`src/rtl/sci_rx_framer_pkg.sv`:
```
// Shared definitions for the SCI receive framer: FSM state encodings, default sync byte,
// status pulse bit positions and the LEN range helper.
package sci_rx_framer_pkg;

   typedef enum logic [2:0] {
      ST_IDLE  = 3'd0,
      ST_LEN   = 3'd1,
      ST_DATA  = 3'd2,
      ST_CHK   = 3'd3,
      ST_DRAIN = 3'd4
   } state_t;

   localparam logic [7:0] SYNC_DEFAULT = 8'hAA;

   localparam int STAT_OK_BIT  = 0;
   localparam int STAT_ERR_BIT = 1;
   localparam int STAT_OVR_BIT = 2;
   localparam int STAT_W       = 3;

   // A LEN byte is usable only if it is non-zero and fits the payload buffer.
   function automatic logic len_ok(input logic [7:0] len, input int max_len);
      return (len != 8'd0) && (int'(len) <= max_len);
   endfunction

endpackage

```
`src/rtl/sci_byte_strobe.sv`:
```
// Qualifies SCI receiver completions: rx_ready rising edge after a long enough busy period
// becomes byte_stb; rx_error rising edge becomes err_stb.
module sci_byte_strobe #(
   parameter int MIN_BUSY = 32
) (
   input  logic       baud_clk,
   input  logic       rst,
   input  logic [7:0] rx_data,
   input  logic       rx_ready,
   input  logic       rx_error,
   output logic       byte_stb,
   output logic [7:0] rx_byte,
   output logic       err_stb
);

   localparam int             CW       = $clog2(MIN_BUSY + 1);
   localparam logic [CW-1:0]  BUSY_SAT = CW'(MIN_BUSY);

   logic          rdy_prev_reg;
   logic          err_prev_reg;
   logic [CW-1:0] busy_cnt_reg;
   logic [CW-1:0] busy_cnt_next;
   logic          rdy_rise;

   assign rdy_rise = rx_ready & ~rdy_prev_reg;

   // Saturating at MIN_BUSY is enough: only ">= MIN_BUSY" is ever asked.
   always_comb begin
      busy_cnt_next = busy_cnt_reg;
      if (rdy_rise)
         busy_cnt_next = '0;
      else if (!rx_ready && (busy_cnt_reg != BUSY_SAT))
         busy_cnt_next = busy_cnt_reg + CW'(1);
   end

   // The line idles with rx_ready high, so the previous value starts high.
   always_ff @(posedge baud_clk or posedge rst) begin
      if (rst) begin
         rdy_prev_reg <= 1'b1;
         err_prev_reg <= 1'b0;
         busy_cnt_reg <= '0;
      end else begin
         rdy_prev_reg <= rx_ready;
         err_prev_reg <= rx_error;
         busy_cnt_reg <= busy_cnt_next;
      end
   end

   assign byte_stb = rdy_rise && (busy_cnt_reg >= BUSY_SAT) && !rx_error;
   assign err_stb  = rx_error & ~err_prev_reg;
   assign rx_byte  = rx_data;

endmodule

```
`src/rtl/sci_rx_framer.sv`:
```
// Frame parser [SYNC][LEN][payload][SUM] that buffers the payload and streams it out only
// when the checksum matches. Optional inter-byte timeout: define SCI_FRAME_TIMEOUT_EN.
module sci_rx_framer
   import sci_rx_framer_pkg::*;
#(
   parameter int         MAX_LEN  = 16,
   parameter logic [7:0] SYNC     = SYNC_DEFAULT,
   parameter int         MIN_BUSY = 32,
   parameter int         TIMEOUT  = 255
) (
   input  logic       baud_clk,
   input  logic       rst,
   input  logic [7:0] rx_data,
   input  logic       rx_ready,
   input  logic       rx_error,
   output logic [7:0] out_data,
   output logic       out_valid,
   output logic       out_last,
   input  logic       out_ready,
   output logic       frame_ok,
   output logic       frame_err,
   output logic       overrun
);

   localparam int IW = $clog2(MAX_LEN);

   state_t              state_reg, state_next;
   logic [IW-1:0]       len_m1_reg, len_m1_next;
   logic [IW-1:0]       idx_reg, idx_next;
   logic [IW-1:0]       rd_reg, rd_next;
   logic [7:0]          sum_reg, sum_next;
   logic [STAT_W-1:0]   status_reg, status_next;
   logic                buf_we;
   logic [7:0]          buf_mem [MAX_LEN];

   logic                byte_stb;
   logic                err_stb;
   logic [7:0]          rx_byte;
   logic                timeout_hit;

   sci_byte_strobe #(
      .MIN_BUSY (MIN_BUSY)
   ) u_strobe (
      .baud_clk (baud_clk),
      .rst      (rst),
      .rx_data  (rx_data),
      .rx_ready (rx_ready),
      .rx_error (rx_error),
      .byte_stb (byte_stb),
      .rx_byte  (rx_byte),
      .err_stb  (err_stb)
   );

`ifdef SCI_FRAME_TIMEOUT_EN
   localparam int            GW      = $clog2(TIMEOUT + 1);
   localparam logic [GW-1:0] GAP_MAX = GW'(TIMEOUT);

   logic [GW-1:0] gap_cnt_reg;
   logic          in_frame;

   assign in_frame = (state_reg == ST_LEN) || (state_reg == ST_DATA) || (state_reg == ST_CHK);

   always_ff @(posedge baud_clk or posedge rst) begin
      if (rst)
         gap_cnt_reg <= '0;
      else if (!in_frame || byte_stb)
         gap_cnt_reg <= '0;
      else if (gap_cnt_reg != GAP_MAX)
         gap_cnt_reg <= gap_cnt_reg + GW'(1);
   end

   assign timeout_hit = in_frame && (gap_cnt_reg == GAP_MAX);
`else
   logic unused_timeout;
   assign unused_timeout = ^TIMEOUT;
   assign timeout_hit    = 1'b0;
`endif

   always_comb begin
      state_next  = state_reg;
      len_m1_next = len_m1_reg;
      idx_next    = idx_reg;
      rd_next     = rd_reg;
      sum_next    = sum_reg;
      status_next = '0;
      buf_we      = 1'b0;
      case (state_reg)
         ST_IDLE: begin
            if (byte_stb && !err_stb && (rx_byte == SYNC))
               state_next = ST_LEN;
         end
         ST_LEN, ST_DATA, ST_CHK: begin
            // An error event outranks a byte completing in the same cycle.
            if (err_stb || timeout_hit) begin
               status_next[STAT_ERR_BIT] = 1'b1;
               state_next                = ST_IDLE;
            end else if (byte_stb) begin
               case (state_reg)
                  ST_LEN: begin
                     if (len_ok(rx_byte, MAX_LEN)) begin
                        len_m1_next = IW'(rx_byte - 8'd1);
                        sum_next    = rx_byte;
                        idx_next    = '0;
                        state_next  = ST_DATA;
                     end else begin
                        status_next[STAT_ERR_BIT] = 1'b1;
                        state_next                = ST_IDLE;
                     end
                  end
                  ST_DATA: begin
                     buf_we   = 1'b1;
                     sum_next = sum_reg + rx_byte;
                     idx_next = idx_reg + IW'(1);
                     if (idx_reg == len_m1_reg)
                        state_next = ST_CHK;
                  end
                  default: begin
                     if (rx_byte == sum_reg) begin
                        status_next[STAT_OK_BIT] = 1'b1;
                        rd_next                  = '0;
                        state_next               = ST_DRAIN;
                     end else begin
                        status_next[STAT_ERR_BIT] = 1'b1;
                        state_next                = ST_IDLE;
                     end
                  end
               endcase
            end
         end
         ST_DRAIN: begin
            // The buffer is still being read out, so a new byte has nowhere to go.
            if (byte_stb)
               status_next[STAT_OVR_BIT] = 1'b1;
            if (out_ready) begin
               if (rd_reg == len_m1_reg)
                  state_next = ST_IDLE;
               else
                  rd_next = rd_reg + IW'(1);
            end
         end
         default: state_next = ST_IDLE;
      endcase
   end

   always_ff @(posedge baud_clk or posedge rst) begin
      if (rst) begin
         state_reg  <= ST_IDLE;
         len_m1_reg <= '0;
         idx_reg    <= '0;
         rd_reg     <= '0;
         sum_reg    <= '0;
         status_reg <= '0;
      end else begin
         state_reg  <= state_next;
         len_m1_reg <= len_m1_next;
         idx_reg    <= idx_next;
         rd_reg     <= rd_next;
         sum_reg    <= sum_next;
         status_reg <= status_next;
      end
   end

   // Buffer contents are don't-care after reset, so no reset on the array.
   always_ff @(posedge baud_clk) begin
      if (buf_we)
         buf_mem[idx_reg] <= rx_byte;
   end

   assign out_valid = (state_reg == ST_DRAIN);
   assign out_data  = out_valid ? buf_mem[rd_reg] : 8'h00;
   assign out_last  = out_valid && (rd_reg == len_m1_reg);
   assign frame_ok  = status_reg[STAT_OK_BIT];
   assign frame_err = status_reg[STAT_ERR_BIT];
   assign overrun   = status_reg[STAT_OVR_BIT];

endmodule

```
`config.mk`:
```
export PLATFORM = sky130hd
export DESIGN_NAME = sci_rx_framer
export DESIGN_NICKNAME = d
export VERILOG_FILES = /design/src/rtl/sci_rx_framer_pkg.sv /design/src/rtl/sci_byte_strobe.sv /design/src/rtl/sci_rx_framer.sv
export SDC_FILE = /design/constraint.sdc
export NUM_CORES = 1
export LEC_CHECK = 0
export CAP_MARGIN = 20
export CORE_MARGIN = 3
export CORE_UTILIZATION = 40
export CTS_BUF_LIST = sky130_fd_sc_hd__clkbuf_4 sky130_fd_sc_hd__clkbuf_8
export DETAILED_ROUTE_END_ITERATION = 16
export DONT_BUFFER_PORTS = 1
export HOLD_SLACK_MARGIN = 0.08
export RECOVER_POWER = 100
export SLEW_MARGIN = 25
export SYNTH_ARGS = -nofsm -noshare
export SYNTH_HDL_FRONTEND = slang
export SYNTH_SLANG_ARGS = --single-unit
```
`constraint.sdc`:
```
create_clock -name baud_clk -period 3.1 [get_ports baud_clk]
set_clock_uncertainty 0.2 [all_clocks]
set_input_delay 0.62 -clock baud_clk [delete_from_list [all_inputs] [get_ports baud_clk]]
set_output_delay 0.62 -clock baud_clk [all_outputs]
set_load 0.005 [all_outputs]
```
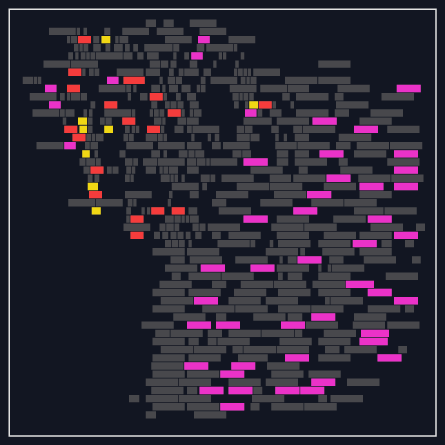
run_1/gate_families.png
Drawn at 3 px/um.
multiplexers: in magenta, cells 47. adder and majority cells: in red, cells 18. AND-OR and OR-AND gates: in yellow, cells 8.
share of cell area taken by multi-input logic gates: 29.3%
most numerous logic cell after layout: edfxtp_1
Layout Cells excl Fill: 729

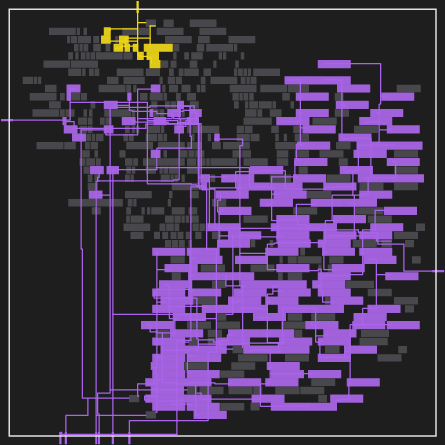
run_1/port_nets.png
Drawn at 3 px/um.
rx_ready: in yellow, direction input, edge top, end cells 10, buffers 1, wire 72.7 um. rx_data: in purple, direction input, edge 6 bottom, 1 right, 1 left, end cells 155, buffers 8, wire 2,790 um.
Buffers on Ports: 0
boundary pin count: 26

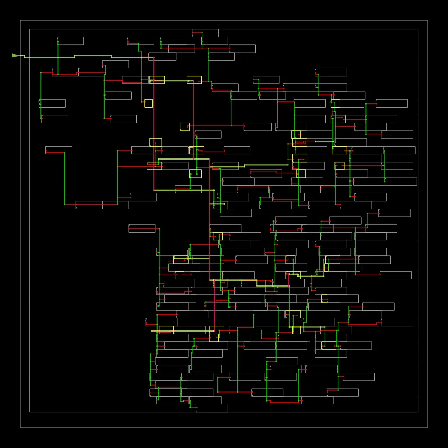
run_1/final_clocks.png
count of clock buffers in the final design: 17
flip-flops: 162
power attributed to the clock group: 0.00141 W
clk sinks: 162

## run 1: per-layer routing
| layer | share of wire [%] | wire length (um) | vias up |
|---|---|---|---|
| met5 | 0 | 0 | - |
| met4 | 1.8 | 296 | 0 |
| met3 | 6.3 | 1000 | 21 |
| met2 | 50 | 8040 | 118 |
| met1 | 42 | 6690 | 2014 |
| li1 | - | - | 1829 |
## run 1: stage by stage
step,hold slack [ns],util (%),setup TNS (ns),setup slack [ns],power [W]
detailed placement,0.297,42.6,0,0.318,0.00264
global placement,0.285,42.6,0,0.330,0.00263
global route,0.114,45.0,-0.898,-0.128,0.00418
CTS,0.0881,45.5,-0.637,-0.0950,0.00406
finish,0.118,45.0,-0.175,-0.0445,0.00401
floorplan,0.270,-,0,0.505,0.00261
## run 1: cell usage after synthesis, drive strengths merged (3+ instances only)
cell type	n	area (um2)
edfxtp	128	3840
mux4	40	976
dfrtp	33	826
nand2	27	101
and2	24	150
o21ai	24	120
nor2	19	71.3
ha	17	213
nand3	13	65.1
inv	12	45.0
xor2	12	105
buf	10	108
clkbuf	9	83.8
a21oi	8	40.0
nor3	8	40.0
mux2	7	78.8
xnor2	7	61.3
a31oi	4	25.0
and4	4	35.0
nor2b	4	25.0
nor4	4	37.5
a22o	3	26.3
nor3b	3	22.5
o31ai	3	22.5
or3	3	18.8
## run 1: cells by family (layout without fill, tap and decap cells)
logic type | count (synthesis) | in the layout
AOI/OAI and AO/OA | 54 | 54
and+or+nand+nor | 117 | 117
adders and majority gates | 18 | 18
buffers and inverters | 31 | 83
DFF | 162 | 162
xor gates and xnor gates | 19 | 19
muxes | 47 | 47
## run 1: power breakdown
part           internal (W)  switching, W
sequential          0.00237     0.0000391
combinational     0.0000852      0.000113
clock              0.000576      0.000829
total               0.00303      0.000981
==> qor.log, run 1 <==
[worst_setup_path] WS Path Type reg -> out
[worst_setup_path] required time reported for the critical path endpoint 2.28 ns
[worst_setup_path] end point of the critical path out_data[0]
[finish] # nets final 518
[worst_setup_path] arrival time at the worst endpoint 2.32 ns
[finish] cell class with the largest area share registers
[global_routing] largest net degree at the start of global routing 37
[run_status] failing checks max-capacitance violations, max-slew violations, negative setup slack
[finish] Non-Clock Inverter Count 12
[yosys] synthesized area 7370 um2
[worst_hold_path] number of instances on the worst hold path 2
[finish] most instantiated logic cells after routing edfxtp_1, mux4_2, dfrtp_1
[final_timing] number of endpoints failing setup at the final stage 7
[clock_network] clock latency at the later pin of the worst-skew pair 0.45 ns
[routing] first drt pass iteration count 7
[global_routing] wire length of the first global-routing pass 24,900 um
[flow_run] total number of warnings across the stage logs 34
[routing] DRC Markers 0
[worst_hold_path] class of the most critical hold timing path in -> reg
[flow_run] max-cap check violation count 1
[yosys] fraction of registers with async set or reset after synthesis 21.0%
[yosys] Synth Warn # 0
[clock_network] clock tree from TritonCTS done
[clock_network] count of cells resized by post-cts repair 27
[global_routing] antenna violations before repair 0
[floorplanning] Core Region 18,000 um2
[final_timing] Highest Clock Rate 318 MHz
[yosys] Mapped Nets 479
[worst_setup_path] cell count along the critical path 5
[yosys] largest family of logic cells by area multiplexers
[worst_setup_path] critical path's slowest cell mux4_2
[place] half-perimeter wire length after detailed placement 10,200 um
[worst_setup_path] reg-to-reg endpoint buf_mem[4][5]
[clock_network] clk buf depth 2
[worst_hold_path] startpoint of the worst hold path rx_ready
[routing] average wire per cell in the routed design 22.0 um
[finish] Non-clock buffers, area share 4.36%
[clock_network] count of hold-fix buffers inserted at cts 11
[yosys] flip-flop cell with the highest count after synthesis edfxtp_1
[place] Placed Instances 680
[worst_setup_path] critical path fanouts, max 8
[finish] count of buffers not belonging to the clock network in the layout 39
[floorplanning] Die Width 142 um
[yosys] post-synthesis share of cell area spent on xor and xnor gates 2.26%
[finish] area growth from synthesis to layout 10.1%
[floorplanning] Row Count 49
[floorplanning] chip area 20,100 um2
[yosys] sequential element share of the synthesized area 63.7%
[finish] Final clock-cell share 4.42%
[floorplanning] share of the core filled by cells before placement 40.9%
[clock_network] post-CTS repair timing setup buffer count 5
[finish] Register Area 4700 um2
[run_status] outcome finished with violations
[finish] final instance area 8120 um2
[yosys] number of enable-type register cells in the synthesized netlist 128
[final_timing] remaining max-slew budget at the tightest pin -25.2%
[final_timing] clock period minus worst slack 3.14 ns
[finish] area occupied by multi-input gates 2370 um2
[yosys] flops out of synthesis 162
[routing] number of nets with antenna violations after detailed routing 0
[worst_setup_path] top cell family by delay on the critical path multiplexers
[global_routing] met3 usage in global routing 3.84%
[worst_setup_path] worst reg2reg path startpoint state_reg[1]
[floorplanning] die extent in y 142 um
[place] placed inst area 7670 um2
[yosys] synthesized-area fraction occupied by adder cells 3.16%
[worst_setup_path] CP bufs+invs 2
[finish] max reg flops 128
[yosys] chip area line of the yosys report 7370 um2
[routing] vias per cell 5.46
[worst_setup_path] r2r setup slk 0.19 ns
[yosys] synthesized area divided by synthesized cell count 16.5 um2
[global_routing] GR Util met2 28.1%
[worst_setup_path] type of element capturing the critical path primary output
[yosys] mux share 14.3%
[yosys] # Cells Yosys 448
[clock_network] CTS H-tree depth 4
[routing] number of DRC markers after the initial detailed-route iteration 339
[finish] diode insertion count for antenna repair 0
[routing] overall via count from detail_route 3,982
[clock_network] number of buffers created by CTS 17
[global_routing] via count of the first global-routing pass 4,168
[worst_setup_path] R2R depth 6
[final_timing] period utilisation layout 101%
[final_timing] Slew Viols, Final 35
[worst_hold_path] worst-case hold path end point u_strobe.busy_cnt_reg[4]
[power] peak ir drop on the vdd network 0.000251 V
[final_timing] final setup margin -0.0445 ns
[global_routing] met1 usage in global routing 21.8%
[worst_setup_path] timing startpoint of the critical path rd_reg[0]
[power] Static Leakage 2.80 nW
[yosys] area fraction in and, or, nand and nor cells 8.69%
[final_timing] Fin. Hold Viols 0
[worst_setup_path] most used cell, CP mux4_2
[clock_network] clock edge transition at the registers on the reported setup and hold paths 0.09 ns
[global_routing] overflow left after global routing 0
[global_routing] grt peak-use layer met2
[finish] sequential share of cell area 57.9%
[power] total power divided by cell area 494 nW/um2
==> run 2: changes to the inputs <==
CORE_MARGIN = 5   (was 3)
GPL_ROUTABILITY_DRIVEN = 0   (was unset)
==> run 2 against run 1 <==
Compared with the run above: the run still ends with max-capacitance violations, max-slew violations, negative setup slack left; synthesized cell count stayed put; critical path depth stayed put; maximum frequency is 1.4% lower; setup slack worse by 0.044 ns; non-clock buffer count is 2 lower; largest power group unchanged.
==> qor.log, run 2 <==
[run_status] outcome finished with violations [unchanged]
[run_status] failing checks max-capacitance violations, max-slew violations, negative setup slack [unchanged]
[yosys] Mapped Nets 479 [unchanged]
[power] total power consumption of the routed design 0.00399 W [was 0.00401 W]
[clock_network] CTS H-tree depth 4 [unchanged]
[routing] DRC Markers 0 [unchanged]
[clock_network] post-CTS repair timing setup buffer count 1 [was 5]
[yosys] Synth Warn # 0 [unchanged]
[worst_setup_path] timing startpoint of the critical path rd_reg[0] [unchanged]
[worst_hold_path] class of the most critical hold timing path in -> reg [unchanged]
[power] power share of the combinational group 5.3% [was 4.9%]
[clock_network] count of cells resized by post-cts repair 16 [was 27]
[yosys] most area-hungry cell type in the Yosys netlist edfxtp_1 [unchanged]
[worst_setup_path] critical path fanouts, max 5 [was 8]
[yosys] cell count after synthesis 448 [unchanged]
[final_timing] period utilisation layout 103% [was 101%]
[floorplanning] share of the core filled by cells before placement 40.8% [was 40.9%]
[flow_run] max-cap check violation count 1 [unchanged]
[yosys] sequential element share of the synthesized area 63.7% [unchanged]
[power] peak ir drop on the vdd network 0.000210 V [was 0.000251 V]
[yosys] synth top area cells edfxtp_1, dfrtp_1, mux4_1, mux4_2, ha_1 [unchanged]
[power] Leading power group registers [unchanged]
[clock_network] clock root buffer clkbuf_8 [unchanged]
[place] Buffers on Ports 0 [unchanged]
[yosys] fraction of registers with async set or reset after synthesis 21.0% [unchanged]
[worst_setup_path] sort of element at the start of the critical path flop [unchanged]
[yosys] area share of the largest cell type after synthesis 52.1% [unchanged]
[flow_run] total number of warnings across the stage logs 34 [unchanged]
[yosys] # Cells Yosys 448 [unchanged]
[final_timing] Post-Route Hold Slack 0.125 ns [was 0.118 ns]
[global_routing] wire length of the first global-routing pass 24,600 um [was 24,900 um]
[worst_setup_path] R2R depth 8 [was 6]
[routing] number of DRC markers after the initial detailed-route iteration 267 [was 339]
[yosys] synthesized area 7370 um2 [unchanged]
[global_routing] antenna violations before repair 0 [unchanged]
[finish] # nets final 516 [was 518]
[worst_setup_path] arrival time at the worst endpoint 2.37 ns [was 2.32 ns]
[worst_setup_path] WS Path Type reg -> out [unchanged]
[power] combinational group power 0.000212 W [was 0.000198 W]
[yosys] leading post-synthesis cells by instance count edfxtp_1, dfrtp_1, nand2_1 [unchanged]
[floorplanning] die extent in y 146 um [was 142 um]
[clock_network] clock tree from TritonCTS done [unchanged]
[power] power share of the sequential group 60.3% [was 60.0%]
[routing] first drt pass iteration count 4 [was 7]
[final_timing] Fin. Hold Viols 0 [unchanged]
[worst_setup_path] required time reported for the critical path endpoint 2.28 ns [about the same]
[final_timing] Highest Clock Rate 314 MHz [was 318 MHz]
[global_routing] overall fraction of global-route tracks in use 15.5% [was 16.8%]
[finish] most instantiated logic cells after routing edfxtp_1, dfrtp_1, mux4_2 [was edfxtp_1, mux4_2, dfrtp_1]
[power] proportion of total power due to net switching 24.2% [was 24.5%]
[final_timing] remaining max-slew budget at the tightest pin -23.0% [was -25.2%]
[final_timing] actual transition at the worst max-transition pin 1.84 ns [was 1.88 ns]
[finish] max reg flops 128 [unchanged]
[floorplanning] Die Width 146 um [was 142 um]
[global_routing] largest net degree at the start of global routing 37 [unchanged]
[floorplanning] chip area 21,300 um2 [was 20,100 um2]
[final_timing] final setup margin -0.0881 ns [was -0.0445 ns]
[power] clock share of power 34.4% [was 35.0%]
[power] internal power summed over all cells 0.00302 W [was 0.00303 W]
[yosys] number of enable-type register cells in the synthesized netlist 128 [unchanged]
[routing] overall via count from detail_route 4,002 [was 3,982]
[finish] final instance area 8140 um2 [was 8120 um2]
[power] net switching power of the design 0.000967 W [was 0.000981 W]
[final_timing] Slew Viols, Final 35 [unchanged]
[clock_network] clk sinks 162 [unchanged]
[yosys] synthesized area divided by synthesized cell count 16.5 um2 [unchanged]
[final_timing] total negative setup slack -0.483 ns [was -0.175 ns]
[place] half-perimeter wire length after detailed placement 10,200 um [about the same]
[routing] routed wire length 16,100 um [was 16,000 um]
[worst_setup_path] r2r setup slk 0.16 ns [was 0.19 ns]
[clock_network] clk buf depth 2 [unchanged]
[yosys] flops out of synthesis 162 [unchanged]
[place] placed inst area 7670 um2 [about the same]
[power] Static Leakage 2.82 nW [was 2.80 nW]
[routing] vias per cell 5.50 [was 5.46]
[yosys] distinct lib cells 52 [unchanged]
[worst_setup_path] type of element capturing the critical path primary output [unchanged]
[finish] layout cell share with drive strength beyond 1 19.3% [was 20.6%]
[yosys] flip-flop cell with the highest count after synthesis edfxtp_1 [unchanged]
[yosys] cell with the most instances after synthesis edfxtp_1 [unchanged]
[worst_setup_path] worst reg2reg path startpoint state_reg[1] [unchanged]
[routing] number of nets with antenna violations after detailed routing 0 [unchanged]
[clock_network] count of hold-fix buffers inserted at cts 11 [unchanged]
[final_timing] setup repair after global routing missed its margin yes [unchanged]
[clock_network] clock edge transition at the registers on the reported setup and hold paths 0.08 ns [was 0.09 ns]
[floorplanning] boundary pin count 26 [unchanged]
[finish] area growth from synthesis to layout 10.3% [was 10.1%]
[place] setup slack after placement 0.359 ns [was 0.318 ns]
[worst_setup_path] reg-to-reg endpoint buf_mem[0][7] [was buf_mem[4][5]]
[final_timing] number of endpoints failing setup at the final stage 8 [was 7]
[finish] most numerous logic cell after layout edfxtp_1 [unchanged]
[power] total power divided by cell area 491 nW/um2 [was 494 nW/um2]
[final_timing] clock period minus worst slack 3.19 ns [was 3.14 ns]
[global_routing] via count of the first global-routing pass 4,130 [was 4,168]
[global_routing] overflow left after global routing 0 [unchanged]
[routing] average wire per cell in the routed design 22.1 um [was 22.0 um]
[floorplanning] Row Count 49 [unchanged]
[floorplanning] Core Region 18,100 um2 [was 18,000 um2]
[yosys] chip area line of the yosys report 7370 um2 [unchanged]
[worst_setup_path] end point of the critical path out_data[1] [was out_data[0]]
run 2: critical path, cell delays in order, from the launching register on:
cell and delay (ns):
dfrtp_2 0.46, buf_12 0.15, buf_16 0.12, mux4_2 0.54, mux4_2 0.47, and2_4 0.17
run 2: metal layers:
layer	track usage (%)	share of wire [%]	up-vias	wire length (um)
li1	-	-	1830	-
met1	20.3	44	2065	7030
met2	25.6	51	92	8120
met3	3.92	4.6	15	734
met4	4.84	1.1	0	171
met5	0	0	-	0
run 2: metrics by stage:
step	util [%]	cells
4_1_cts	45.3	727
3_3_place_gp	42.4	681
6_report	45.0	728
2_1_floorplan	-	448
3_5_place_dp	42.4	681
5_1_grt	45.0	727
run 2: cells by family after synthesis:
logic type,share of synthesized area (%)
multiplexers,14.3
buffers and inverters,3.21
AND-OR/OR-AND,4.72
adder cells (fa/ha/maj),3.16
flip-flops,63.7
XOR/XNOR,2.26
AND/OR/NAND/NOR,8.69
run 2: how the worst min path moves through the flow:
stage                    start                       end  slack, ns  cells after the start
finish                rx_ready  u_strobe.busy_cnt_reg[4]       0.12                      2
global route          rx_ready  u_strobe.busy_cnt_reg[4]       0.10                      2
CTS                   rx_ready  u_strobe.busy_cnt_reg[4]       0.09                      2
detailed placement  sum_reg[3]                sum_reg[3]       0.30                      1
global placement    sum_reg[6]                sum_reg[6]       0.29                      1
floorplan           sum_reg[6]                sum_reg[6]       0.27                      1
run 2: cell type report:
type / count / area (um2)
clock inverters: 14 / 106
clock buffers: 18 / 241
well taps: 229 / 287
diodes: 1 / 2.50
repair buffers: 37 / 344
inverters: 12 / 45.0
multi-input cells: 255 / 2410
fillers: 1535 / 9950
flip-flops and latches: 162 / 4700
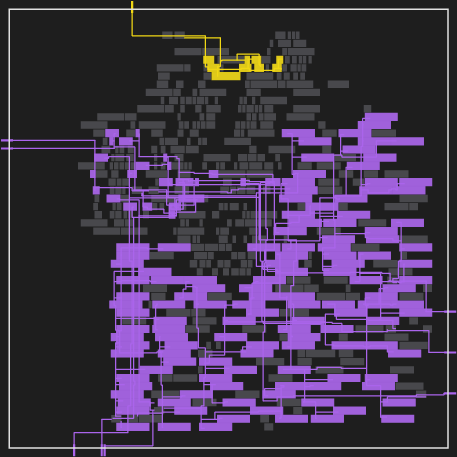
run_2/port_nets.png
Drawn at 3 px/um.
rx_data: in purple, direction input, edge 3 right, 3 bottom, 2 left, end cells 155, buffers 8, wire 2,600 um. rx_ready: in yellow, direction input, edge top, end cells 10, buffers 1, wire 128 um.

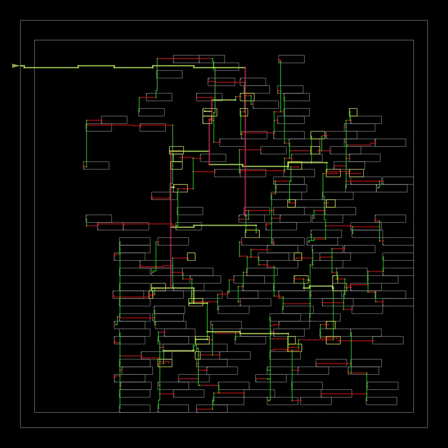
run_2/final_clocks.png
clock latency at the later pin of the worst-skew pair: 0.45 ns
power attributed to the clock group: 0.00137 W
number of buffers created by CTS: 17
count of clock buffers in the final design: 18

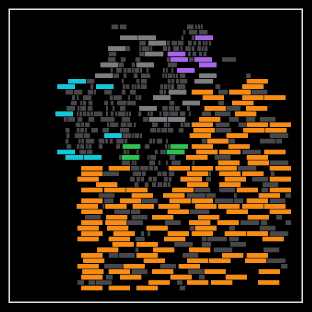
run_2/registers.png
Drawn at 2 px/um. Other sequential cells in the stronger grey, the rest of the logic in the fainter grey.
sum_reg: in cyan, flops 8, where left middle. buf_mem: in orange, flops 128. u_strobe.busy_cnt_reg: in purple, flops 6. idx_reg: in green, flops 4, where middle.
Another 16 sequential cells are not coloured.
Register Area: 4700 um2
sequential share of cell area: 57.7%
Seq group: 0.00241 W
post-route core utilization: 45.0%

No activity file was given, so power comes from the tool's default toggle rates.
